File: src/rtl/conv_seq_pkg.sv
// ---------------------------------------------------------------------------
// conv_seq_pkg
//   Shared types and elaboration-time helpers for the convolution tile
//   sequencer: the FSM state encoding and the output-count / tile-count
//   calculations used to size counters and detect the last tile.
// ---------------------------------------------------------------------------
package conv_seq_pkg;

    typedef enum logic [2:0] {
        IDLE,
        ISSUE,
        DRAIN,
        WRITE,
        FIN
    } state_e;

    // Number of valid convolution outputs (no padding).
    function automatic int calc_size(input int lenx, input int lenf);
        return lenx - lenf + 1;
    endfunction

    // Number of P-lane tiles needed to cover all outputs (ceiling divide).
    function automatic int calc_ntiles(input int size, input int p);
        return (size + p - 1) / p;
    endfunction

endpackage

File: src/rtl/conv_seq_lane_addr.sv
// ---------------------------------------------------------------------------
// conv_seq_lane_addr
//   Combinational per-lane x address generator. Lane i reads x[base+i+k],
//   clamped to the last x entry so over-range lanes never address outside
//   the buffer. lane_valid marks lanes whose output index is a real output.
// Ports
//   base_i        in   ADDRX      first output index of the tile (t*P)
//   k_i           in   ADDRF      current filter tap
//   addr_x_o      out  P*ADDRX    lane i address at [i*ADDRX +: ADDRX]
//   lane_valid_o  out  P          lane i holds a real output
// ---------------------------------------------------------------------------
module conv_seq_lane_addr #(
    parameter int LENX  = 24,
    parameter int SIZE  = 15,
    parameter int P     = 5,
    parameter int ADDRX = 5,
    parameter int ADDRF = 4
) (
    input  logic [ADDRX-1:0]   base_i,
    input  logic [ADDRF-1:0]   k_i,
    output logic [P*ADDRX-1:0] addr_x_o,
    output logic [P-1:0]       lane_valid_o
);

    int lane_idx;
    int raw_addr;

    // NOTE: every variable driven here gets a default first, so no path
    // through the block can leave one unassigned and infer a latch.
    always_comb begin
        addr_x_o     = '0;
        lane_valid_o = '0;
        lane_idx     = 0;
        raw_addr     = 0;
        for (int i = 0; i < P; i++) begin
            lane_idx = int'(base_i) + i;
            raw_addr = lane_idx + int'(k_i);
            // Clamped lanes accumulate garbage; lane_valid tells the op
            // memory to drop them.
            addr_x_o[i*ADDRX +: ADDRX] = (raw_addr > LENX - 1) ? ADDRX'(LENX - 1)
                                                                : ADDRX'(raw_addr);
            lane_valid_o[i] = (lane_idx < SIZE);
        end
    end

endmodule

File: src/rtl/conv_tile_sequencer.sv
// ---------------------------------------------------------------------------
// conv_tile_sequencer
//   Control sequencer for a P-lane convolution datapath. Once the x buffer is
//   full (start), it walks SIZE outputs in tiles of P lanes. Per tile it
//   issues LENF x/f address sets, produces en_acc/clr_acc one cycle later to
//   match the 1-cycle memory read latency, then presents a tile write to the
//   op memory and waits for out_ready.
//   Tile time with no stall: LENF (ISSUE) + 1 (DRAIN) + 1 (WRITE) cycles.
// Optional feature macro: CONV_SEQ_PERF_EN adds perf_cycles/perf_stalls.
// Ports
//   clk, reset      clock and synchronous active-high reset
//   start           x buffer full, only sampled in IDLE
//   out_ready       op memory accepts a tile write
//   busy            FSM not in IDLE
//   m_addr_read_x   per-lane x read address (0 outside ISSUE)
//   m_addr_read_f   shared f ROM read address (0 outside ISSUE)
//   en_acc/clr_acc  MAC accumulate enable / first-product load
//   valid_op        tile write strobe
//   out_base_addr   t*P of the current tile
//   lane_valid      lanes with real outputs in this tile
//   perf_cycles     (CONV_SEQ_PERF_EN) tile-processing cycles, saturating
//   perf_stalls     (CONV_SEQ_PERF_EN) WRITE cycles with out_ready=0
//   done            one-cycle pulse after the last tile write
// ---------------------------------------------------------------------------
module conv_tile_sequencer
    import conv_seq_pkg::*;
#(
    parameter int LENX  = 24,
    parameter int LENF  = 10,
    parameter int P     = 5,
    parameter int ADDRX = 5,
    parameter int ADDRF = 4
) (
    input  logic               clk,
    input  logic               reset,
    input  logic               start,
    input  logic               out_ready,
    output logic               busy,
    output logic [P*ADDRX-1:0] m_addr_read_x,
    output logic [ADDRF-1:0]   m_addr_read_f,
    output logic               en_acc,
    output logic               clr_acc,
    output logic               valid_op,
    output logic [ADDRX-1:0]   out_base_addr,
    output logic [P-1:0]       lane_valid,
`ifdef CONV_SEQ_PERF_EN
    output logic [15:0]        perf_cycles,
    output logic [15:0]        perf_stalls,
`endif
    output logic               done
);

    localparam int SIZE   = calc_size(LENX, LENF);
    localparam int NTILES = calc_ntiles(SIZE, P);

    state_e             state_q, state_d;
    logic [ADDRX-1:0]   t_q, t_d;
    logic [ADDRF-1:0]   k_q, k_d;
    logic               en_acc_q, clr_acc_q;

    logic [ADDRX-1:0]   base;
    logic [P*ADDRX-1:0] lane_addr;
    logic [P-1:0]       lane_ok;
    logic               issuing;
    logic               working;

    assign base    = ADDRX'(t_q * P);
    assign issuing = (state_q == ISSUE);
    assign working = (state_q == ISSUE) || (state_q == DRAIN) || (state_q == WRITE);

    conv_seq_lane_addr #(
        .LENX  (LENX),
        .SIZE  (SIZE),
        .P     (P),
        .ADDRX (ADDRX),
        .ADDRF (ADDRF)
    ) u_lane_addr (
        .base_i       (base),
        .k_i          (k_q),
        .addr_x_o     (lane_addr),
        .lane_valid_o (lane_ok)
    );

    always_comb begin
        state_d = state_q;
        t_d     = t_q;
        k_d     = k_q;
        case (state_q)
            IDLE: begin
                if (start) begin
                    state_d = ISSUE;
                    t_d     = '0;
                    k_d     = '0;
                end
            end
            ISSUE: begin
                if (k_q == ADDRF'(LENF - 1)) begin
                    state_d = DRAIN;
                    k_d     = '0;
                end else begin
                    k_d = k_q + 1'b1;
                end
            end
            DRAIN: state_d = WRITE;
            WRITE: begin
                // Counters hold while the op memory back-pressures.
                if (out_ready) begin
                    if (t_q == ADDRX'(NTILES - 1)) begin
                        state_d = FIN;
                    end else begin
                        t_d     = t_q + 1'b1;
                        state_d = ISSUE;
                    end
                end
            end
            FIN: begin
                state_d = IDLE;
                t_d     = '0;
            end
            default: state_d = IDLE;
        endcase
    end

`ifdef CONV_SEQ_PERF_EN
    logic [15:0] perf_cycles_q, perf_stalls_q;
`endif

    // NOTE: sequential state uses non-blocking assignments so every register
    // samples pre-edge values, independent of statement order.
    always_ff @(posedge clk) begin
        if (reset) begin
            state_q   <= IDLE;
            t_q       <= '0;
            k_q       <= '0;
            en_acc_q  <= 1'b0;
            clr_acc_q <= 1'b0;
`ifdef CONV_SEQ_PERF_EN
            perf_cycles_q <= '0;
            perf_stalls_q <= '0;
`endif
        end else begin
            state_q   <= state_d;
            t_q       <= t_d;
            k_q       <= k_d;
            // Accumulate enables trail the address issue by the read latency.
            en_acc_q  <= issuing;
            clr_acc_q <= issuing && (k_q == '0);
`ifdef CONV_SEQ_PERF_EN
            if ((state_q == IDLE) && start) begin
                perf_cycles_q <= '0;
                perf_stalls_q <= '0;
            end else begin
                // The FIN handshake is not tile work, so a stall-free pass
                // reports exactly NTILES*(LENF+2).
                if (working && (perf_cycles_q != 16'hFFFF)) begin
                    perf_cycles_q <= perf_cycles_q + 16'd1;
                end
                if ((state_q == WRITE) && !out_ready && (perf_stalls_q != 16'hFFFF)) begin
                    perf_stalls_q <= perf_stalls_q + 16'd1;
                end
            end
`endif
        end
    end

    assign busy          = (state_q != IDLE);
    assign valid_op      = (state_q == WRITE) && out_ready;
    assign done          = (state_q == FIN);
    assign en_acc        = en_acc_q;
    assign clr_acc       = clr_acc_q;
    assign out_base_addr = base;
    assign m_addr_read_f = issuing ? k_q : '0;
    assign m_addr_read_x = issuing ? lane_addr : '0;
    assign lane_valid    = working ? lane_ok : '0;

`ifdef CONV_SEQ_PERF_EN
    assign perf_cycles = perf_cycles_q;
    assign perf_stalls = perf_stalls_q;
`endif

endmodule
File: config.mk
export PLATFORM = sky130hd
export DESIGN_NAME = conv_tile_sequencer
export DESIGN_NICKNAME = d
export VERILOG_FILES = /design/src/rtl/conv_seq_pkg.sv /design/src/rtl/conv_seq_lane_addr.sv /design/src/rtl/conv_tile_sequencer.sv
export SDC_FILE = /design/constraint.sdc
export NUM_CORES = 1
export LEC_CHECK = 0
export ABC_AREA = 1
export CORE_MARGIN = 4
export CORE_UTILIZATION = 35
export DETAILED_ROUTE_END_ITERATION = 16
export SLEW_MARGIN = 20
export SYNTH_ARGS = -nofsm -noshare
export SYNTH_HDL_FRONTEND = slang
export SYNTH_SLANG_ARGS = --single-unit
File: constraint.sdc
create_clock -name clk -period 9.27 [get_ports clk]
set_clock_uncertainty 0.15 [all_clocks]
set_input_delay 1.3905 -clock clk [delete_from_list [all_inputs] [get_ports clk]]
set_output_delay 1.3905 -clock clk [all_outputs]
set_load 0.01 [all_outputs]
**Where the registers sit**

Bar = 20 microns.
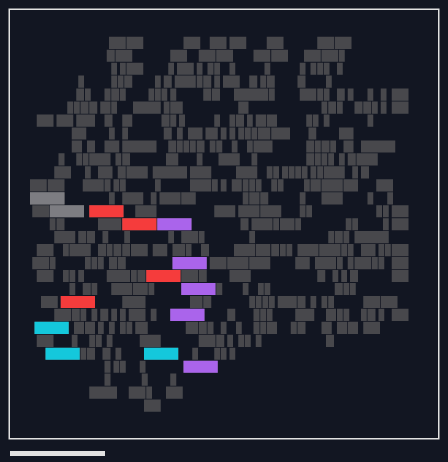
colour	netlist name	placed flops
red	k_q	4
purple	t_q	5
cyan	state_q	3
not coloured	2

**Port wiring**

Bar = 20 microns.
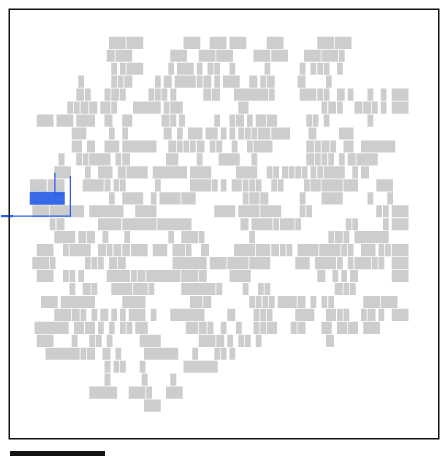
colour	port	direction	edge	end cells	buffers	wire
blue	en_acc	output	left	1	1	26.8 microns

**Wiring by layer**

Two of the layers only.
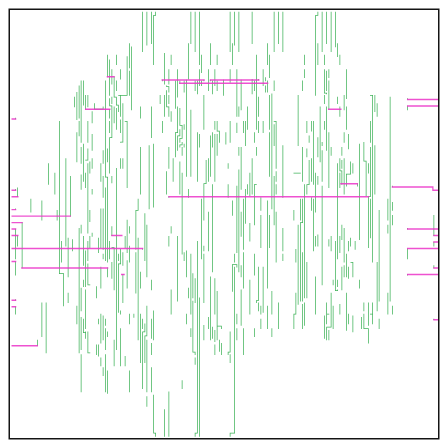
colour	layer	wire length
green	M2	2780 microns
magenta	M3	210 microns

**Routing congestion**

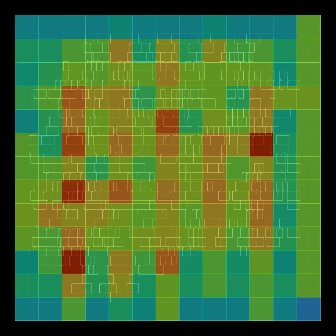
average wire per standard cell: 11.62 microns
grt met3 use: 1.503%

**Signal wires on met1**

Bar = 20 microns. Supply wires on this layer in grey. Cells faint in the background.
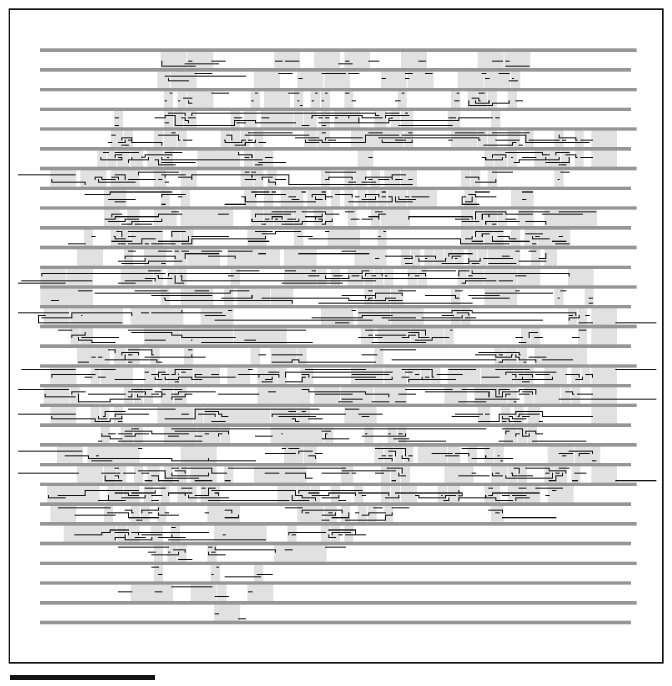
wire length on this layer	2780 microns
main direction	horizontal
nets with wire on the layer	427
share of all routed wire	48%
longest straight run	43.2 microns

==> impl_metrics.xml <==
<?xml version="1.0" encoding="UTF-8"?>
<metrics>
  <group name="cells_and_area">
    <metric name="insertedDiodeCount" unit="">0</metric>
    <metric name="fin_nets" unit="">459</metric>
    <metric name="flow.area_growth_from_synthesis" unit="%">23.48</metric>
    <metric name="mi_logic_area" unit="sq mm">0.001733</metric>
    <metric name="layoutNonFillerInstCount" unit="">498</metric>
    <metric name="fin_area" unit="sq mm">0.002895</metric>
    <metric name="layout-drive-gt1-share" unit="%">7.838</metric>
    <metric name="layout.filler_cells" unit="">691</metric>
    <metric name="seqCellArea" unit="sq um">280.3</metric>
  </group>
  <group name="min_path">
    <metric name="worstHoldPathCells" unit="">3</metric>
    <metric name="worst_hold_path.endpoint" unit="">t_q[4]$_SDFFE_PP0P_</metric>
    <metric name="holdCritPathClass" unit="">reg2reg</metric>
    <metric name="holdCritStartpoint" unit="">t_q[4]$_SDFFE_PP0P_</metric>
  </group>
  <group name="power_and_ir_drop">
    <metric name="leakage" unit="nW">1.558</metric>
    <metric name="power_per_cell_area" unit="mW/mm^2">251.8</metric>
    <metric name="worst_vdd_rail_ir_drop" unit="mV">0.1611</metric>
  </group>
  <group name="clocking">
    <metric name="deepest_clock_path_buffer_count" unit="">2</metric>
    <metric name="cts-htree-levels" unit="">1</metric>
    <metric name="postCtsHoldBufs" unit="">0</metric>
    <metric name="cts_tree" unit="">done</metric>
    <metric name="post_cts_resize_count" unit="">0</metric>
    <metric name="clock_sinks" unit="">14</metric>
    <metric name="clk_root_buffer_cell" unit="">sky130_fd_sc_hd__clkbuf_8</metric>
    <metric name="clk_latency" unit="ps">240</metric>
    <metric name="cts.clk_slew.worst_paths" unit="ps">50</metric>
  </group>
  <group name="drt">
    <metric name="routed_via_density" unit="">4.773</metric>
    <metric name="firstDrtPassIters" unit="">4</metric>
    <metric name="detail-route-antenna-nets" unit="">0</metric>
    <metric name="detail_route.wirelength.met1" unit="mm">2.777</metric>
    <metric name="drt_first_iter_violations" unit="">64</metric>
    <metric name="total_detailed_routing_wirelength" unit="mm">5.788</metric>
    <metric name="via_count" unit="">2377</metric>
    <metric name="met2_length" unit="mm">2.777</metric>
    <metric name="routed.top_layer" unit="">met4</metric>
    <metric name="drc" unit="">0</metric>
  </group>
  <group name="logic_synthesis">
    <metric name="synthTopCellsByCount" unit="">91 x sky130_fd_sc_hd__nand2_1, 69 x sky130_fd_sc_hd__inv_1, 43 x sky130_fd_sc_hd__nor2_1, 30 x sky130_fd_sc_hd__nand3_1, 28 x sky130_fd_sc_hd__ha_1</metric>
    <metric name="mappedNetlistArea" unit="sq mm">0.002345</metric>
    <metric name="postSynthNetCount" unit="">414</metric>
    <metric name="postSynthRegisterBits" unit="">14</metric>
    <metric name="leading_cell_types_by_total_area_after_synthesis" unit="">sky130_fd_sc_hd__ha_1 15%, sky130_fd_sc_hd__nand2_1 15%, sky130_fd_sc_hd__dfxtp_1 12%, sky130_fd_sc_hd__inv_1 11%, sky130_fd_sc_hd__nor2_1 6.9%</metric>
    <metric name="synth_async_sr_flop_share" unit="%">0</metric>
    <metric name="synthMostInstantiatedCell" unit="">sky130_fd_sc_hd__nand2_1</metric>
    <metric name="yosysTopAreaCell" unit="">sky130_fd_sc_hd__ha_1</metric>
    <metric name="synth_stat.cells" unit="">378</metric>
    <metric name="synth-warning-count" unit="">0</metric>
    <metric name="yosysSeqAreaShare" unit="%">11.95</metric>
    <metric name="yosys-stat-area" unit="sq mm">0.002345</metric>
    <metric name="enable_flop_cells" unit="">0</metric>
    <metric name="syn_inst" unit="">378</metric>
    <metric name="synth.distinct_cells" unit="">38</metric>
    <metric name="synth_area_per_cell" unit="sq um">6.203</metric>
    <metric name="top_cell_area_share" unit="%">14.94</metric>
  </group>
  <group name="critical_path">
    <metric name="critPathArrivalTime" unit="ps">3770</metric>
    <metric name="cp.depth" unit="">18</metric>
    <metric name="path_max_fanout" unit="">10</metric>
    <metric name="setup_slack_on_the_worst_flop_to_flop_path" unit="ps">7060</metric>
    <metric name="worstPathRequired" unit="ps">7730</metric>
    <metric name="rr_endpoint" unit="">t_q[2]$_SDFFE_PP0P_</metric>
    <metric name="setup.worst_path.end_class" unit="">primary output</metric>
    <metric name="critical_path.endpoint" unit="">m_addr_read_x[11]</metric>
    <metric name="critical_path.startpoint" unit="">t_q[1]$_SDFFE_PP0P_</metric>
    <metric name="crit_path_cell_trace" unit="">ha_1, ha_1, inv_1, nor2_1, inv_1, nand2_1, inv_1, ha_1, nand2_1, nand2_1, a31oi_1, inv_1, nand3_1, nand3b_2, nand3_1, nand2_1, inv_1, clkdlybuf4s50_1</metric>
    <metric name="worst-r2r-cell-count" unit="">8</metric>
    <metric name="worst_setup_path_start_kind" unit="">flop</metric>
    <metric name="worst_path_most_repeated_cell" unit="">sky130_fd_sc_hd__inv_1</metric>
    <metric name="timing.critical_path.slowest_cell_delay" unit="ps">530</metric>
    <metric name="crit_path_top_delay_cell" unit="">sky130_fd_sc_hd__clkdlybuf4s50_1</metric>
    <metric name="number_of_buffer_and_inverter_stages_on_the_critical_path" unit="">6</metric>
    <metric name="worstSetupPathType" unit="">reg2out</metric>
  </group>
  <group name="floorplanning">
    <metric name="die-width" unit="microns">89.85</metric>
    <metric name="die_height" unit="microns">89.85</metric>
    <metric name="placeable_area" unit="sq mm">0.006422</metric>
    <metric name="chipArea" unit="sq mm">0.008073</metric>
    <metric name="placementRows" unit="">29</metric>
    <metric name="initial_utilization" unit="%">36.51</metric>
  </group>
  <group name="sta">
    <metric name="timing.final.ws_setup" unit="ps">3962</metric>
    <metric name="final.hold.worst_slack" unit="ps">415.4</metric>
    <metric name="final_min_period_over_clock_period" unit="%">57.26</metric>
    <metric name="setup_violations" unit="">0</metric>
    <metric name="worst_slew_pin_slew" unit="ps">577.5</metric>
    <metric name="period_minus_slack" unit="ps">5308</metric>
    <metric name="final-max-slew-violation-count" unit="">0</metric>
    <metric name="final.setup.tns" unit="ps">0</metric>
    <metric name="report.final.hold_viol_count" unit="">0</metric>
  </group>
  <group name="status">
    <metric name="run_status" unit="">complete, no violations</metric>
  </group>
  <group name="placed_design">
    <metric name="placement.cell_area" unit="sq mm">0.002854</metric>
    <metric name="dp_hpwl" unit="mm">4.798</metric>
    <metric name="place_worst_setup_slack" unit="ps">4187</metric>
    <metric name="gp_congestion" unit="">0.8048</metric>
    <metric name="io_buffer_count" unit="">47</metric>
    <metric name="placed_cells_incl_taps" unit="">495</metric>
  </group>
  <group name="job">
    <metric name="stage_log_warnings" unit="">36</metric>
    <metric name="max_capacitance_violation_total" unit="">0</metric>
  </group>
  <group name="grt">
    <metric name="use_met2" unit="%">26.38</metric>
    <metric name="globalRoute.busiestLayer" unit="">met2</metric>
    <metric name="via_count_of_the_first_global_routing_pass" unit="">2297</metric>
    <metric name="largest_net_degree_at_the_start_of_global_routing" unit="">18</metric>
    <metric name="antenna_found_initial" unit="">0</metric>
    <metric name="global_route.overflow_total" unit="">0</metric>
    <metric name="grt_pass1_wl" unit="mm">10.25</metric>
    <metric name="grtUsageTotal" unit="%">14.63</metric>
    <metric name="use_met1" unit="%">19.22</metric>
  </group>
</metrics>
-- cell usage in the layout (no fill, tap or decap), types with 5 or more instances in the layout --
cell / instances
sky130_fd_sc_hd__dfxtp_1: 14
sky130_fd_sc_hd__xor2_1: 5
sky130_fd_sc_hd__clkdlybuf4s50_1: 47
sky130_fd_sc_hd__xnor2_1: 6
sky130_fd_sc_hd__inv_1: 69
sky130_fd_sc_hd__nand2_1: 91
sky130_fd_sc_hd__a21oi_1: 12
sky130_fd_sc_hd__o21ai_1: 5
sky130_fd_sc_hd__nor2_1: 43
sky130_fd_sc_hd__o21ai_0: 12
sky130_fd_sc_hd__ha_1: 28
sky130_fd_sc_hd__nand3_1: 30
sky130_fd_sc_hd__nand2_2: 9
-- logic make-up after synthesis --
family	after synthesis	share of synthesized area [%]
xor gates and xnor gates	12	4.803
and+or+nand+nor	201	41.46
DFF	14	11.95
adders and majority gates	32	18.36
AOI/OAI and AO/OA	39	9.285
buffers and inverters	80	14.14
-- through the flow --
stage,utilization (%),power [W]
finish,45.08,0.0007289
global route,45.08,0.0008130
CTS,45.08,0.0007370
detailed placement,44.44,0.0006852
global placement,44.44,0.0006836
floorplan,-,0.0004784
-- power by group --
group	switching (W)	internal, W	total (W)
clock	0.0000190	0.0000286	0.0000476
combinational	0.000326	0.000261	0.000587
sequential	0.0000218	0.0000729	0.0000948
total	0.000367	0.000362	0.000729
-- sequential cells by signal (all words and copies together), names as in the netlist --
register	cells
t_q	5
k_q	4
state_q	3
clr_acc	1
en_acc	1
-- layout make-up --
cell class                 count  share of cell area [%]
multi-input combinational    284                   59.85
timing repair buffer          47                   16.25
sequential                    14                   9.680
inverter                      73                   9.464
tap                           77                   3.328
clock buffer                   3                   1.426
Power is estimated from default activity; no workload was simulated.
